==> config.mk <==
export PLATFORM = sky130hd
export DESIGN_NAME = e1_tx_bd_sched_flat
export DESIGN_NICKNAME = d
export VERILOG_FILES = /design/src/rtl/e1_tx_bd_sched_if.sv /design/src/rtl/e1_tx_bd_sched.sv /design/src/flat_wrapper.sv
export SDC_FILE = /design/constraint.sdc
export NUM_CORES = 1
export LEC_CHECK = 0
export ABC_CLOCK_PERIOD_IN_PS = 2480
export CAP_MARGIN = 30
export CORE_MARGIN = 2
export CORE_UTILIZATION = 46
export CTS_CLUSTER_SIZE = 10
export DETAILED_ROUTE_END_ITERATION = 12
export PLACE_DENSITY = 0.75
export SLEW_MARGIN = 30
export SYNTH_ARGS = -nofsm -noshare
export SYNTH_HDL_FRONTEND = slang
export SYNTH_SLANG_ARGS = --single-unit
==> constraint.sdc <==
create_clock -name clk -period 2.48 [get_ports clk]
set_input_delay 0.372 -clock clk [delete_from_list [all_inputs] [get_ports clk]]
set_output_delay 0.372 -clock clk [all_outputs]
set_load 0.01 [all_outputs]
==> src/rtl/e1_tx_bd_sched_if.sv <==
// TX buffer-descriptor FIFO handshake bundle for the E1 TX BD scheduler.
// master: the scheduler (pushes BD-In, pops BD-Out); slave: the FIFO side.
interface e1_tx_bd_sched_if #(
    parameter int unsigned MFW = 7
) ();
    localparam int unsigned DW = MFW + 2;

    // BD-In: {crc_e[1:0], mf} write port
    logic [DW-1:0]  bti_data;
    logic           bti_wren;
    logic           bti_full;

    // BD-Out: fall-through head with pop strobe
    logic [MFW-1:0] bto_data;
    logic           bto_rden;
    logic           bto_empty;

    modport master (
        output bti_data,
        output bti_wren,
        input  bti_full,
        input  bto_data,
        output bto_rden,
        input  bto_empty
    );

    modport slave (
        input  bti_data,
        input  bti_wren,
        output bti_full,
        output bto_data,
        input  bto_rden,
        output bto_empty
    );
endinterface

==> src/rtl/e1_tx_bd_sched.sv <==
// E1 TX buffer-descriptor scheduler: feeds BD-In with consecutive multiframe
// indices up to a software limit, reaps BD-Out completions and keeps the
// submit/done pointers of a 2^MFW multiframe ring.
module e1_tx_bd_sched #(
    parameter int unsigned MFW          = 7,
    parameter int unsigned MAX_INFLIGHT = 4
) (
    input  logic                clk,
    input  logic                rst,
    input  logic                i_ctrl_enable,
    input  logic [MFW-1:0]      i_ctrl_base,
    input  logic [1:0]          i_ctrl_crc_e,
    input  logic [MFW-1:0]      i_sw_limit,
    input  logic                i_sw_limit_we,
    input  logic                i_err_clr,
    e1_tx_bd_sched_if.master    bd,
    output logic [MFW-1:0]      o_hw_submit,
    output logic [MFW-1:0]      o_hw_done,
    output logic [2:0]          o_inflight,
    output logic                o_busy,
    output logic                o_done_stb,
    output logic                o_err_seq,
    output logic                o_err_lim,
    output logic                o_starve
);
    localparam int unsigned DW  = MFW + 2;
    localparam int unsigned IFW = 3;
    localparam logic [IFW-1:0] MAX_IF = IFW'(MAX_INFLIGHT);

    typedef enum logic [1:0] {
        S_IDLE  = 2'd0,
        S_RUN   = 2'd1,
        S_DRAIN = 2'd2
    } state_t;

    state_t             r_state;
    logic               r_run_first;
    logic [MFW-1:0]     r_hw_submit;
    logic [MFW-1:0]     r_hw_done;
    logic [MFW-1:0]     r_limit;
    logic [IFW-1:0]     r_inflight;
    logic [DW-1:0]      r_bti_data;
    logic               r_bti_wren;
    logic               r_bto_rden;
    logic               r_busy;
    logic               r_done_stb;
    logic               r_err_seq;
    logic               r_err_lim;
    logic               r_starve;

    logic               w_submit;
    logic               w_reap;
    logic               w_seq_bad;
    logic               w_lim_bad;
    logic               w_starve;
    logic [MFW-1:0]     w_lim_dist;
    logic [MFW-1:0]     w_sub_dist;

    // Submit one BD every other cycle so bti_full has a cycle to reflect the last write
    assign w_submit = (r_state == S_RUN) && !r_bti_wren && !bd.bti_full &&
                      (r_hw_submit != r_limit) && (r_inflight < MAX_IF);

    // Reap one completion every other cycle for the same reason on the BD-Out side
    assign w_reap   = (r_state != S_IDLE) && !r_bto_rden && !bd.bto_empty;

    assign w_seq_bad = w_reap && (bd.bto_data != r_hw_done);

    // Ring distances measured from hw_done; a new limit closer than hw_submit is behind it
    assign w_lim_dist = i_sw_limit - r_hw_done;
    assign w_sub_dist = r_hw_submit - r_hw_done;
    assign w_lim_bad  = i_sw_limit_we && (w_lim_dist < w_sub_dist);

    // Nothing in flight and nothing left to submit; skipped on the first RUN cycle
    assign w_starve = (r_state == S_RUN) && !r_run_first &&
                      (r_inflight == '0) && (r_hw_submit == r_limit);

    // Scheduler state, pointers, FIFO strobes and sticky status
    always_ff @(posedge clk or posedge rst) begin
        if (rst) begin
            r_state     <= S_IDLE;
            r_run_first <= 1'b0;
            r_hw_submit <= '0;
            r_hw_done   <= '0;
            r_limit     <= '0;
            r_inflight  <= '0;
            r_bti_data  <= '0;
            r_bti_wren  <= 1'b0;
            r_bto_rden  <= 1'b0;
            r_busy      <= 1'b0;
            r_done_stb  <= 1'b0;
            r_err_seq   <= 1'b0;
            r_err_lim   <= 1'b0;
            r_starve    <= 1'b0;
        end else begin
            r_bti_wren <= w_submit;
            r_bto_rden <= w_reap;
            r_done_stb <= w_reap;

            if (w_submit) begin
                r_bti_data  <= {i_ctrl_crc_e, r_hw_submit};
                r_hw_submit <= r_hw_submit + MFW'(1);
            end

            // Completion always resyncs hw_done to the index actually returned
            if (w_reap) begin
                r_hw_done <= bd.bto_data + MFW'(1);
            end

            if (w_submit && !w_reap) begin
                r_inflight <= r_inflight + IFW'(1);
            end else if (w_reap && !w_submit && (r_inflight != '0)) begin
                r_inflight <= r_inflight - IFW'(1);
            end

            if (i_sw_limit_we) begin
                r_limit <= i_sw_limit;
            end

            r_err_seq <= w_seq_bad || (r_err_seq && !i_err_clr);
            r_err_lim <= w_lim_bad || (r_err_lim && !i_err_clr);
            r_starve  <= w_starve  || (r_starve  && !i_err_clr);

            case (r_state)
                S_IDLE: begin
                    r_run_first <= 1'b0;
                    if (i_ctrl_enable) begin
                        r_state     <= S_RUN;
                        r_run_first <= 1'b1;
                        r_hw_submit <= i_ctrl_base;
                        r_hw_done   <= i_ctrl_base;
                        r_inflight  <= '0;
                        r_busy      <= 1'b1;
                    end
                end
                S_RUN: begin
                    r_run_first <= 1'b0;
                    if (!i_ctrl_enable) begin
                        r_state <= S_DRAIN;
                    end
                end
                S_DRAIN: begin
                    r_run_first <= 1'b0;
                    if (r_inflight == '0) begin
                        r_state <= S_IDLE;
                        r_busy  <= 1'b0;
                    end
                end
                default: begin
                    r_state     <= S_IDLE;
                    r_run_first <= 1'b0;
                    r_busy      <= 1'b0;
                end
            endcase
        end
    end

    assign bd.bti_data = r_bti_data;
    assign bd.bti_wren = r_bti_wren;
    assign bd.bto_rden = r_bto_rden;

    assign o_hw_submit = r_hw_submit;
    assign o_hw_done   = r_hw_done;
    assign o_inflight  = r_inflight;
    assign o_busy      = r_busy;
    assign o_done_stb  = r_done_stb;
    assign o_err_seq   = r_err_seq;
    assign o_err_lim   = r_err_lim;
    assign o_starve    = r_starve;

endmodule

==> src/flat_wrapper.sv <==
// flat-port wrapper written by rule: the top's interface ports become plain ports
module e1_tx_bd_sched_flat 
#(
    parameter int unsigned MFW          = 7,
    parameter int unsigned MAX_INFLIGHT = 4
)
  (clk, rst, i_ctrl_enable, i_ctrl_base, i_ctrl_crc_e, i_sw_limit, i_sw_limit_we, i_err_clr, o_hw_submit, o_hw_done, o_inflight, o_busy, o_done_stb, o_err_seq, o_err_lim, o_starve, bd_bti_data, bd_bti_wren, bd_bti_full, bd_bto_data, bd_bto_rden, bd_bto_empty);
  e1_tx_bd_sched_if #(.MFW(MFW)) bd_i ();
  input  logic clk;
  input  logic rst;
  input  logic i_ctrl_enable;
  input  logic [MFW-1:0] i_ctrl_base;
  input  logic [1:0] i_ctrl_crc_e;
  input  logic [MFW-1:0] i_sw_limit;
  input  logic i_sw_limit_we;
  input  logic i_err_clr;
  output logic [MFW-1:0] o_hw_submit;
  output logic [MFW-1:0] o_hw_done;
  output logic [2:0] o_inflight;
  output logic o_busy;
  output logic o_done_stb;
  output logic o_err_seq;
  output logic o_err_lim;
  output logic o_starve;
  output wire logic [$bits(bd_i.bti_data)-1:0] bd_bti_data;
  output wire logic [$bits(bd_i.bti_wren)-1:0] bd_bti_wren;
  input wire logic [$bits(bd_i.bti_full)-1:0] bd_bti_full;
  input wire logic [$bits(bd_i.bto_data)-1:0] bd_bto_data;
  output wire logic [$bits(bd_i.bto_rden)-1:0] bd_bto_rden;
  input wire logic [$bits(bd_i.bto_empty)-1:0] bd_bto_empty;
  assign bd_bti_data = bd_i.bti_data;
  assign bd_bti_wren = bd_i.bti_wren;
  assign bd_i.bti_full = bd_bti_full;
  assign bd_i.bto_data = bd_bto_data;
  assign bd_bto_rden = bd_i.bto_rden;
  assign bd_i.bto_empty = bd_bto_empty;
  e1_tx_bd_sched #(.MFW(MFW), .MAX_INFLIGHT(MAX_INFLIGHT)) u_core (.clk(clk), .rst(rst), .i_ctrl_enable(i_ctrl_enable), .i_ctrl_base(i_ctrl_base), .i_ctrl_crc_e(i_ctrl_crc_e), .i_sw_limit(i_sw_limit), .i_sw_limit_we(i_sw_limit_we), .i_err_clr(i_err_clr), .bd(bd_i), .o_hw_submit(o_hw_submit), .o_hw_done(o_hw_done), .o_inflight(o_inflight), .o_busy(o_busy), .o_done_stb(o_done_stb), .o_err_seq(o_err_seq), .o_err_lim(o_err_lim), .o_starve(o_starve));
endmodule
==> results.cfg, run 1 <==
; synthesis and place-and-route metrics
[run_status]
outcome = finished with violations
failing_checks = setup timing

[routing]
antenna_left = 0
wl_per_cell_um = 16.2
drt_first_iter_violations = 78
met2_wire_length_mm = 3.50
first_drt_pass_iteration_count = 4
wl_met3_um = 293
detail_route.vias_per_cell = 5.36
m1_wl_mm = 3.30
topRoutingLayerUsed = met4
route.final.wire_length_mm = 7.22
total_via_count_in_the_routed_design = 2385
drc_errors = 0

[sta]
achievable-frequency_mhz = 371
finalCritPeriodShare_pct = 109
setup_viol = 1
fin_worst_hold_slack_ns = 0.348
slew_viol_final = 0
setup_repair_after_global_routing_missed_its_margin = true
fin_setup_tns_ns = -0.212
timing.final.crit_period_ns = 2.69
relSlewSlack_pct = 54.3
timing.final.ws_setup_ns = -0.212
tightestPinTransition_ns = 0.681
hold_violations = 0
finClkSkew_ns = 0.00895

[grt]
groute.usage.overall_pct = 23.2
grt_use_met2_pct = 39.8
globalRouteMet3Util_pct = 4.11
number_of_global_route_vias_before_repair = 2468
grt_overflow = 0
top_usage_layer = met2
grt_max_degree = 26
number_of_antenna_violations_at_the_first_check_in_global_routing = 0
first_pass_grt_wire_length_mm = 11.5
global_route.usage.met1_pct = 29.8

[synth]
ys_cells = 275
ys_async_sr_fraction_pct = 100
synthesis.area_per_instance_um2 = 9.86
yosysSeqAreaShare_pct = 38.8
ys.flop_type = sky130_fd_sc_hd__dfrtp_1
edf_count = 0
syn-cell-area_mm2 = 0.00271
numSynthFlops = 42
synth_warn = 0
synth_cells = 275
postSynthNetCount = 330
synth_cell_type_count = 43
yosysChipArea_mm2 = 0.00271

[worst_setup_path]
largest_delay_share_family_worst_path = AND-OR/OR-AND gates
critical_path_buffers_and_inverters = 2
worst-endpoint-arrival_ns = 2.88
worst_path_largest_cell_delay_ns = 0.42
setup.worst_path.end_class = flip-flop
start_kind = flip-flop
crit_type = reg -> reg
timing.critical_path.cells = inv_2 -> ha_4 -> inv_2 -> fa_2 -> a21o_1 -> a21oi_2 -> o21bai_1 -> a21oi_2 -> xnor2_1 -> ha_2 -> nand2b_4 -> a211oi_2 -> nand2_1 -> o221ai_2 -> a31o_2
worstPathMaxFanout = 2
critical-path-slowest-cell = sky130_fd_sc_hd__dfrtp_2
cp.required_ns = 2.67

[hold_path]
min-delay-path-class = in -> reg

[power]
power_frac_clock_pct = 8.3
clk-power_mw = 0.448
pwr.group.combinational_mw = 3.76
sequential_power_mw = 1.18
post-layout-total-power_mw = 5.38
seqPwrFrac_pct = 21.9
maxPowerGroup = combinational logic
power.share.switching_pct = 41.6
power_density_mw_per_mm2 = 1400
ir_worst_vdd_mv = 0.720
comb_power_share_pct = 69.8
cellLeakagePower_nw = 1.71
cellInternalPower_mw = 3.14

[die]
boundaryPins = 63
total_core_area_mm2 = 0.00561
floorplan.core_util_pct = 48.3
y_dimension_of_the_die_um = 80.8
die.size.x_um = 80.8
tapCellCount = 72
std_cell_rows = 27
chipArea_mm2 = 0.00652

[final_layout]
comb_area_mm2 = 0.00160
fin_util_pct = 68.4
register_area_mm2 = 0.00105
syn2layout_area_growth_pct = 41.4
largestClassByArea = combinational gates
seq_share_pct = 27.5
logic_gate_count = 198
lay_top_count = sky130_fd_sc_hd__clkdlybuf4s50_1
largest_reg_flops = 9
num-nonclk-inverters = 27
buffers_outside_the_clock_class = 98
fin_nets = 427
finish.instance_area_mm2 = 0.00383
diodes = 0
instances_no_fill = 445
logic_share_of_the_area_pct = 41.7
nFlopsAndLatches = 42
layout_cell_share_with_drive_strength_beyond_1_pct = 22.0
layout.nonclk_buf_share_pct = 23.6
clock_tree_area_fraction_pct = 2.25
clockBufferCount = 6
layout_top_cells = sky130_fd_sc_hd__clkdlybuf4s50_1 (60), sky130_fd_sc_hd__dfrtp_1 (40), sky130_fd_sc_hd__buf_4 (35), sky130_fd_sc_hd__inv_1 (23), sky130_fd_sc_hd__ha_1 (20)
layout.filler_cells = 471

[clocking]
clock_path_buffers = 2
clock_latency_on_the_worst_skew_pair_ns = 0.30
cts_inserted_buffers = 5
clock_sink_count = 42
tritoncts = done
cts.clk_slew.worst_paths_ns = 0.09
cts-htree-levels = 2

[placement]
finalWeightedCongestion = 0.844
placed_cell_area_mm2 = 0.00364
place_worst_setup_slack_ns = -0.629
port_buffers = 62
placed_cells = 431
place.detailed.hpwl_mm = 5.47

[job]
openroad.warnings = 31
max_cap_viol_count = 0
## run 1: cell families after synthesis
| family | synth area share (%) |
|---|---|
| AND-OR/OR-AND | 14.2 |
| buffers and inverters | 5.26 |
| adder cells (fa/ha/maj) | 12.1 |
| AND/OR/NAND/NOR | 12.0 |
| XOR/XNOR | 10.3 |
| flip-flops | 38.8 |
| multiplexers | 7.38 |
## run 1: worst paths after layout
kind / from / depth (start not counted) / slack (ns) / endpoint
worst max-delay path: u_core.o_hw_submit[0] / 15 / -0.21 / u_core.o_err_lim
min in group asynchronous: rst / 2 / 0.40 / u_core.o_busy
worst max register to register: u_core.o_hw_submit[0] / 15 / -0.21 / u_core.o_err_lim
worst min-delay path: i_sw_limit[0] / 2 / 0.35 / u_core.r_limit[0]
worst min register to register: u_core.bd.bti_data[0] / 2 / 0.50 / u_core.bd.bti_data[0]
max in group asynchronous: rst / 3 / 1.56 / u_core.o_hw_submit[0]
## run 1: synthesized netlist by cell type (all sizes together) (3+ instances only)
master | number | area share, %
a21o | 3 | 0.83
a21oi | 16 | 3.0
nor4 | 3 | 0.69
nand2b | 6 | 1.4
nor3 | 3 | 0.55
nand2 | 12 | 1.7
o21ai | 9 | 1.7
a211oi | 7 | 1.9
dfrtp | 42 | 39
or4 | 4 | 1.2
nor2 | 17 | 2.4
clkbuf | 5 | 0.69
mux2 | 16 | 6.6
nand3 | 6 | 1.1
xnor2 | 19 | 6.1
buf | 3 | 0.83
xor2 | 13 | 4.2
o22ai | 7 | 1.6
ha | 23 | 11
inv | 27 | 3.7
a31oi | 3 | 0.69
nor2b | 4 | 0.92
## run 1: repair_timing
action | in CTS | in global routing
pin swaps | 3 | 17
setup endpoints to repair | 1 | 1
setup buffers | 1 | 5
gates resized | 4 | 15
hold buffers | 0 | 0
gates cloned | 0 | 0
Fig. 1: run 1, local utilization
Scale: 4 px per um. 8 x 8 tiles, from black (low) to pale yellow (high), 0 to 100% covered.
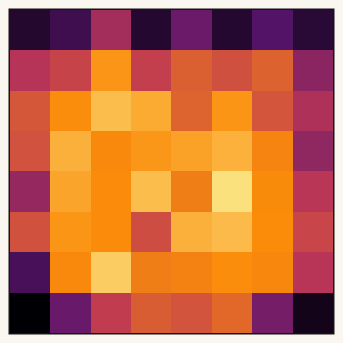
fullest tile	94%
mean over tiles	57%
tiles over 75% full	27%
nearly empty tiles	1.6%
emptiest ninth of the die	north-east
densest ninth of the die	center

Fig. 2: run 1, I/O pins on the die edge
Scale: 4 px per um. Pins as bars across the die edge, other pins in gray.
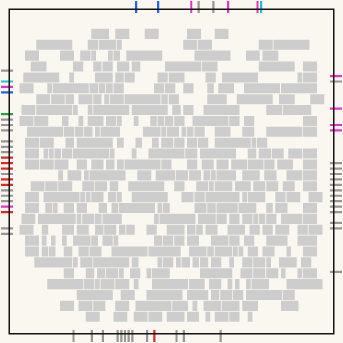
color	port	pins	direction	edge
magenta	`bd_bti_data`	9	output	4 east, 3 north, 2 west
green	`bd_bti_wren`	1	output	west
cyan	`i_ctrl_crc_e`	2	input	1 north, 1 west
red	`i_ctrl_base`	7	input	6 west, 1 south
blue	`o_inflight`	3	output	2 north, 1 west

Fig. 3: run 1, placement by cell class
Scale: 3 px per um.
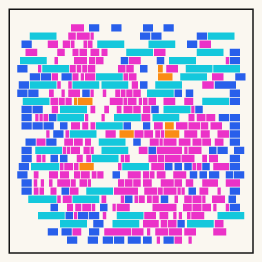
color	class	cells	share of their area
magenta	combinational and other logic	225	45%
orange	clock drivers and dummy loads	8	2.3%
blue	other buffers and delay cells	98	24%
cyan	flops	42	28%

Fig. 4: run 1, routed metal, one color a layer
Scale: 3 px per um.
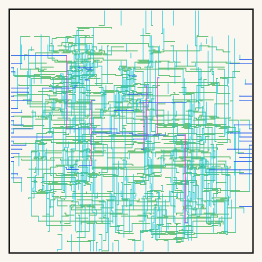

--- run 2 (diff from run 1) ---
CTS_BUF_LIST = sky130_fd_sc_hd__clkbuf_4 sky130_fd_sc_hd__clkbuf_8 sky130_fd_sc_hd__clkbuf_16   (was not set)
Fig. 5: run 2, routed metal, one color a layer
Scale: 3 px per um.
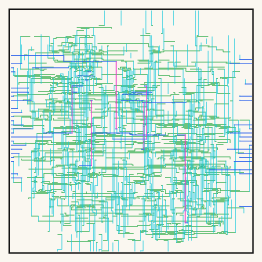
color	layer	wire length
blue	metal 3	315 um
magenta	metal 4	122 um
green	metal 1	3220 um
cyan	metal 2	3520 um

Fig. 6: run 2, placement by cell class
Scale: 3 px per um.
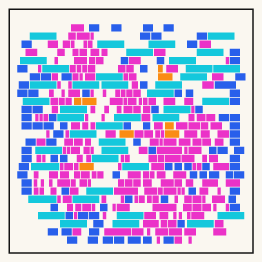
color	class	cells	share of their area
orange	clock drivers and dummy loads	8	2.4%
blue	other buffers and delay cells	98	24%
magenta	combinational and other logic	225	45%
cyan	flops	42	28%

Fig. 7: run 2, clock routing
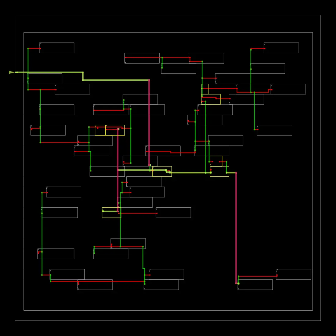
Num CTS Buffers: 5
number of clock sinks: 42
# clk buffers: 6

==> results.cfg, run 2 <==
; synthesis and place-and-route metrics
[clocking]
cts-root-buf = sky130_fd_sc_hd__clkbuf_8
cts.clk_slew.worst_paths_ns = 0.08
cts_setup_buffers = 1
clock_path_buffers = 2
cts-htree-levels = 2
cts_resized = 4
tritoncts = done
clock_latency_on_the_worst_skew_pair_ns = 0.30
cts_hold_buffers = 0

[run_status]
failing_checks = setup timing
outcome = finished with violations

[synth]
synth.comb.largest_family = AND-OR/OR-AND gates
numSynthFlops = 42
area_leaders = sky130_fd_sc_hd__dfrtp_1 (39%), sky130_fd_sc_hd__ha_1 (11%), sky130_fd_sc_hd__mux2_2 (6.6%)
mux_cell_area_share_pct = 7.38
most_common_cell = sky130_fd_sc_hd__dfrtp_1
synth_warn = 0
synthesis.area_per_instance_um2 = 9.86
synth_cell_type_count = 43
yosysSeqAreaShare_pct = 38.8
ys_async_sr_fraction_pct = 100
ys.flop_type = sky130_fd_sc_hd__dfrtp_1
ys_sh_aoi_pct = 14.2
syn-cell-area_mm2 = 0.00271
synth_top_area_share_pct = 38.8
yosysChipArea_mm2 = 0.00271
post-synth-top-area-cell = sky130_fd_sc_hd__dfrtp_1
synth_cells = 275
synthSimpleGateAreaFrac_pct = 12.0
postSynthNetCount = 330
ys_cells = 275
top_cells_by_count = sky130_fd_sc_hd__dfrtp_1 (42), sky130_fd_sc_hd__inv_1 (27), sky130_fd_sc_hd__ha_1 (23)
synth.cellmix.xorXnorShare_pct = 10.3
adder_share_pct = 12.1
edf_count = 0

[power]
cellInternalPower_mw = 3.15
pwr.group.combinational_mw = 3.76
power.share.switching_pct = 41.4
comb_power_share_pct = 69.7
power_density_mw_per_mm2 = 1400
power_frac_clock_pct = 8.4
cellLeakagePower_nw = 1.71
ir_worst_vdd_mv = 0.720
seqPwrFrac_pct = 21.8
sequential_power_mw = 1.18
post-layout-total-power_mw = 5.38
p_sw_mw = 2.23
clk-power_mw = 0.454
maxPowerGroup = combinational logic

[grt]
globalRouteMet3Util_pct = 4.11
top_usage_layer = met2
grt_use_met2_pct = 39.8
grt_overflow = 0
number_of_antenna_violations_at_the_first_check_in_global_routing = 0
groute.usage.overall_pct = 23.3
global_route.usage.met1_pct = 29.8
number_of_global_route_vias_before_repair = 2466
first_pass_grt_wire_length_mm = 11.5
grt_max_degree = 26

[worst_setup_path]
timing.critical_path.cells = inv_2 -> ha_4 -> inv_2 -> fa_2 -> a21o_1 -> a21oi_2 -> o21bai_1 -> a21oi_2 -> xnor2_1 -> ha_2 -> nand2b_4 -> a211oi_2 -> nand2_1 -> o221ai_2 -> a31o_2
worst-endpoint-arrival_ns = 2.88
critical-path-slowest-cell = sky130_fd_sc_hd__dfrtp_2
start_kind = flip-flop
worst_path_largest_cell_delay_ns = 0.42
setup.worst_path.end_class = flip-flop
crit_type = reg -> reg
worstPathMaxFanout = 2
critical_path_buffers_and_inverters = 2
cp.required_ns = 2.67
largest_delay_share_family_worst_path = AND-OR/OR-AND gates

[sta]
finalCritPeriodShare_pct = 109
slew_viol_final = 0
hold_violations = 0
tightestPinTransition_ns = 0.680
fin_setup_tns_ns = -0.212
relSlewSlack_pct = 54.4
achievable-frequency_mhz = 371
fin_worst_hold_slack_ns = 0.351
setup_repair_after_global_routing_missed_its_margin = true
timing.final.crit_period_ns = 2.69
timing.final.ws_setup_ns = -0.212
setup_viol = 1
finClkSkew_ns = 0.00773

[placement]
placed_cell_area_mm2 = 0.00364
port_buffers = 62
finalWeightedCongestion = 0.844
place.detailed.hpwl_mm = 5.47
place_worst_setup_slack_ns = -0.629
placed_cells = 431

[final_layout]
layout_cell_share_with_drive_strength_beyond_1_pct = 22.3
finish.instance_area_mm2 = 0.00384
fin_util_pct = 68.5
layout_top_cells = sky130_fd_sc_hd__clkdlybuf4s50_1 (60), sky130_fd_sc_hd__dfrtp_1 (40), sky130_fd_sc_hd__buf_4 (35), sky130_fd_sc_hd__inv_1 (23), sky130_fd_sc_hd__ha_1 (20)
instances_no_fill = 445
fin_nets = 427
lay_top_count = sky130_fd_sc_hd__clkdlybuf4s50_1
diodes = 0
syn2layout_area_growth_pct = 41.6
largest_reg_flops = 9
layout.filler_cells = 470

[routing]
route.final.wire_length_mm = 7.19
first_drt_pass_iteration_count = 4
wl_met3_um = 314
m1_wl_mm = 3.22
met2_wire_length_mm = 3.52
topRoutingLayerUsed = met4
drt_first_iter_violations = 78
drc_errors = 0
wl_per_cell_um = 16.1
detail_route.vias_per_cell = 5.35
total_via_count_in_the_routed_design = 2380
antenna_left = 0

[die]
chipArea_mm2 = 0.00652
y_dimension_of_the_die_um = 80.8
die.size.x_um = 80.8
boundaryPins = 63
floorplan.core_util_pct = 48.3
total_core_area_mm2 = 0.00561
std_cell_rows = 27

[job]
openroad.warnings = 31
max_cap_viol_count = 0

[hold_path]
min-delay-path-class = in -> reg
run 2: cell counts after synthesis:
Identical to the previous run, type by type.
run 2: final timing paths:
path                                               to  slack, ns                   from  depth (start not counted)
max in group asynchronous         u_core.o_hw_done[0]       1.56                    rst                          3
worst min-delay path                u_core.r_limit[0]       0.35          i_sw_limit[0]                          2
min in group asynchronous       u_core.o_hw_submit[5]       0.41                    rst                          2
worst min register to register  u_core.bd.bti_data[0]       0.50  u_core.bd.bti_data[0]                          2
worst max-delay path                 u_core.o_err_lim      -0.21  u_core.o_hw_submit[0]                         15
worst max register to register       u_core.o_err_lim      -0.21  u_core.o_hw_submit[0]                         15
run 2: worst register-to-register path, cell delays in order, from the launching register on:
cell and delay (ns):
sky130_fd_sc_hd__dfrtp_2 0.42, sky130_fd_sc_hd__inv_2 0.09, sky130_fd_sc_hd__ha_4 0.14, sky130_fd_sc_hd__inv_2 0.04, sky130_fd_sc_hd__fa_2 0.37, sky130_fd_sc_hd__a21o_1 0.18, sky130_fd_sc_hd__a21oi_2 0.18, sky130_fd_sc_hd__o21bai_1 0.11
sky130_fd_sc_hd__a21oi_2 0.15, sky130_fd_sc_hd__xnor2_1 0.15, sky130_fd_sc_hd__ha_2 0.19, sky130_fd_sc_hd__nand2b_4 0.12, sky130_fd_sc_hd__a211oi_2 0.05, sky130_fd_sc_hd__nand2_1 0.09, sky130_fd_sc_hd__o221ai_2 0.10, sky130_fd_sc_hd__a31o_2 0.22
run 2: area by class of cell:
type / count / area [um2] / area share (%)
sequential: 42 / 1050 / 27.4
multi-input combinational: 198 / 1600 / 41.7
clock inverter: 2 / 13.8 / 0.359
clock buffer: 6 / 76.3 / 1.99
inverter: 27 / 101 / 2.64
timing repair buffer: 98 / 905 / 23.6
tap: 72 / 90.1 / 2.35
Fig. 8: run 2, I/O pins on the die edge
Scale: 4 px per um. Pins as bars across the die edge, other pins in gray.
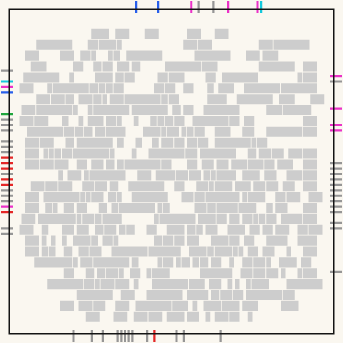

--- run 3 (diff from run 2) ---
CORE_UTILIZATION = 55   (was 46)
DONT_BUFFER_PORTS = 1   (was not set)
GPL_TIMING_DRIVEN = 0   (was not set)
PLACE_DENSITY = 0.71   (was 0.75)
Fig. 9: run 3, I/O pins on the die edge
Scale: 4 px per um. Pins as bars across the die edge, other pins in gray.
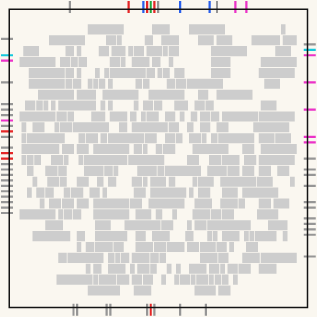
color	port	pins	direction	edge
cyan	`i_ctrl_crc_e`	2	input	1 east, 1 west
red	`i_ctrl_base`	7	input	3 west, 3 north, 1 south
green	`bd_bti_wren`	1	output	north
blue	`o_inflight`	3	output	north
magenta	`bd_bti_data`	9	output	5 east, 2 west, 2 north
all pins by edge	24 west, 18 east, 12 north, 9 south

Fig. 10: run 3, local utilization
Scale: 4 px per um. 7 x 7 tiles, from black (low) to pale yellow (high), 0 to 100% covered.
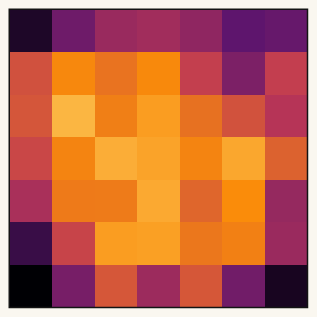
fullest tile	84%
tiles over 75% full	16%
mean over tiles	55%

==> results.cfg, run 3 <==
; synthesis and place-and-route metrics
[die]
boundaryPins = 63
y_dimension_of_the_die_um = 74.2
chipArea_mm2 = 0.00551
die.size.x_um = 74.2
tapCellCount = 67
floorplan.core_util_pct = 57.4
total_core_area_mm2 = 0.00472
std_cell_rows = 25

[placement]
port_buffers = 0
placed_cells = 343
place.detailed.hpwl_mm = 4.74
placed_cell_area_mm2 = 0.00284
place_worst_setup_slack_ns = -0.297
finalWeightedCongestion = 0.829

[synth]
yosysChipArea_mm2 = 0.00271
syn-cell-area_mm2 = 0.00271
top_cells_by_count = sky130_fd_sc_hd__dfrtp_1 (42), sky130_fd_sc_hd__inv_1 (27), sky130_fd_sc_hd__ha_1 (23)
synth_cell_type_count = 43
ys.flop_type = sky130_fd_sc_hd__dfrtp_1
edf_count = 0
most_common_cell = sky130_fd_sc_hd__dfrtp_1
post-synth-top-area-cell = sky130_fd_sc_hd__dfrtp_1
ys_async_sr_fraction_pct = 100
synth_cells = 275
numSynthFlops = 42
yosysSeqAreaShare_pct = 38.8
synthesis.area_per_instance_um2 = 9.86
synth_top_area_share_pct = 38.8
synth_warn = 0
postSynthNetCount = 330
area_leaders = sky130_fd_sc_hd__dfrtp_1 (39%), sky130_fd_sc_hd__ha_1 (11%), sky130_fd_sc_hd__mux2_2 (6.6%)
ys_cells = 275

[grt]
globalRouteMet3Util_pct = 6.91
grt_use_met2_pct = 37.3
global_route.usage.met1_pct = 33.3
number_of_global_route_vias_before_repair = 2002
groute.usage.overall_pct = 24.2
number_of_antenna_violations_at_the_first_check_in_global_routing = 0
grt_overflow = 0
grt_max_degree = 26
first_pass_grt_wire_length_mm = 9.85
top_usage_layer = met2

[run_status]
failing_checks = setup timing
outcome = finished with violations

[routing]
met2_wire_length_mm = 2.94
drc_errors = 0
total_via_count_in_the_routed_design = 2065
wl_met3_um = 473
first_drt_pass_iteration_count = 4
m1_wl_mm = 2.76
antenna_left = 0
wl_per_cell_um = 17.5
detail_route.vias_per_cell = 5.77
drt_first_iter_violations = 98
route.final.wire_length_mm = 6.25
topRoutingLayerUsed = met4

[sta]
setup_repair_after_global_routing_missed_its_margin = true
setup_viol = 1
hold_violations = 0
fin_setup_tns_ns = -0.223
tightestPinTransition_ns = 0.549
timing.final.ws_setup_ns = -0.223
slew_viol_final = 0
relSlewSlack_pct = 62.5
fin_worst_hold_slack_ns = 0.156
achievable-frequency_mhz = 370
finalCritPeriodShare_pct = 109
timing.final.crit_period_ns = 2.70

[final_layout]
layout_cell_share_with_drive_strength_beyond_1_pct = 20.3
num-nonclk-inverters = 27
lay_top_count = sky130_fd_sc_hd__dfrtp_1
syn2layout_area_growth_pct = 14.2
finish.instance_area_mm2 = 0.00310
clockBufferCount = 6
instances_no_fill = 358
logic_share_of_the_area_pct = 51.6
fin_nets = 345
layout_top_cells = sky130_fd_sc_hd__dfrtp_1 (38), sky130_fd_sc_hd__inv_1 (23), sky130_fd_sc_hd__ha_1 (20), sky130_fd_sc_hd__xnor2_1 (19), sky130_fd_sc_hd__nor2_1 (17)
comb_area_mm2 = 0.00160
clock_tree_area_fraction_pct = 4.61
fin_util_pct = 65.6
layout.nonclk_buf_share_pct = 3.68
register_area_mm2 = 0.00106
largestClassByArea = combinational gates
diodes = 0
layout.filler_cells = 398
buffers_outside_the_clock_class = 16
logic_gate_count = 198
nFlopsAndLatches = 42
largest_reg_flops = 9
seq_share_pct = 34.1

[power]
p_sw_mw = 2.02
comb_power_share_pct = 54.9
power_frac_clock_pct = 14.2
cellLeakagePower_nw = 1.36
seqPwrFrac_pct = 30.9
power.share.switching_pct = 43.1
cellInternalPower_mw = 2.67
power_density_mw_per_mm2 = 1520
ir_worst_vdd_mv = 0.692
post-layout-total-power_mw = 4.70

[worst_setup_path]
crit_type = reg -> reg
worst_path_largest_cell_delay_ns = 0.49
cp.required_ns = 2.67
largest_delay_share_family_worst_path = AND-OR/OR-AND gates
start_kind = flip-flop
timing.critical_path.cells = inv_2 -> ha_4 -> inv_2 -> fa_2 -> a21o_1 -> a21oi_2 -> o21bai_1 -> a21oi_2 -> xnor2_1 -> ha_2 -> nand2b_4 -> a211oi_2 -> nand2_1 -> o221ai_2 -> a31o_2
worst-endpoint-arrival_ns = 2.89
worstPathMaxFanout = 6
critical-path-slowest-cell = sky130_fd_sc_hd__dfrtp_2
critical_path_buffers_and_inverters = 2
setup.worst_path.end_class = flip-flop

[clocking]
tritoncts = done
clock_latency_on_the_worst_skew_pair_ns = 0.30
cts_inserted_buffers = 5
cts-htree-levels = 2
cts.clk_slew.worst_paths_ns = 0.08
clock_path_buffers = 2
clock_sink_count = 42
cts-root-buf = sky130_fd_sc_hd__clkbuf_8

[job]
max_cap_viol_count = 0
openroad.warnings = 31

[hold_path]
min-delay-path-class = in -> reg
Fig. 11: run 3, clock routing
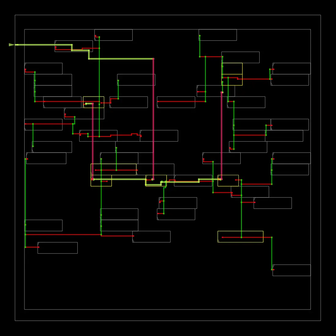
Final Skew: 0.00799 ns
reported clock group power: 0.667 mW

-- run 3: cell types whose count changed in the layout (fill, tap and decap cells not counted), moves of 2 or more --
cell,previous run,this run
sky130_fd_sc_hd__buf_4,35,8
sky130_fd_sc_hd__bufinv_16,0,2
sky130_fd_sc_hd__clkbuf_1,0,5
sky130_fd_sc_hd__clkdlybuf4s50_1,60,0
sky130_fd_sc_hd__dfrtp_1,40,38
sky130_fd_sc_hd__dfrtp_2,2,4
-- run 3: repair_timing --
action	4_1_cts	5_1_grt
hold buffers	1	0
pin swaps	9	11
resized	11	8
buffers inserted	3	3
setup endpoints to repair	1	16
gates cloned	0	0
endpoints found under the hold margin	17	0
-- run 3: power by group through the flow --
stage	clock network (mW)	logic (mW)	registers [mW]
global placement	0	2.22	1.46
finish	0.667	2.58	1.45
CTS	0.680	2.42	1.46
detailed placement	0	2.30	1.46
floorplan	0	1.90	1.33
global route	0.708	2.93	1.50
-- run 3: worst paths after layout --
check | depth (start not counted) | to | slack, ns | startpoint
setup / recovery | 15 | u_core.o_err_lim | -0.22 | u_core.o_hw_submit[0]
hold / removal | 1 | u_core.r_state[1] | 0.16 | i_ctrl_enable
setup reg to reg | 15 | u_core.o_err_lim | -0.22 | u_core.o_hw_submit[0]
hold reg to reg | 1 | u_core.o_busy | 0.52 | u_core.r_state[0]
max in group asynchronous | 3 | u_core.o_hw_done[1] | 1.48 | rst
min in group asynchronous | 2 | u_core.r_limit[3] | 0.52 | rst
-- run 3: cell families (layout without fill, tap and decap cells) --
family	count (synthesis)	in the layout	share of synthesized area, %
mux	18	18	7.38
buf+inv	35	51	5.26
simple gates	63	63	12.0
fa+ha+maj	25	25	12.1
flops	42	42	38.8
compound gates	60	60	14.2
xor+xnor	32	32	10.3
Power and IR drop assume default switching activity.
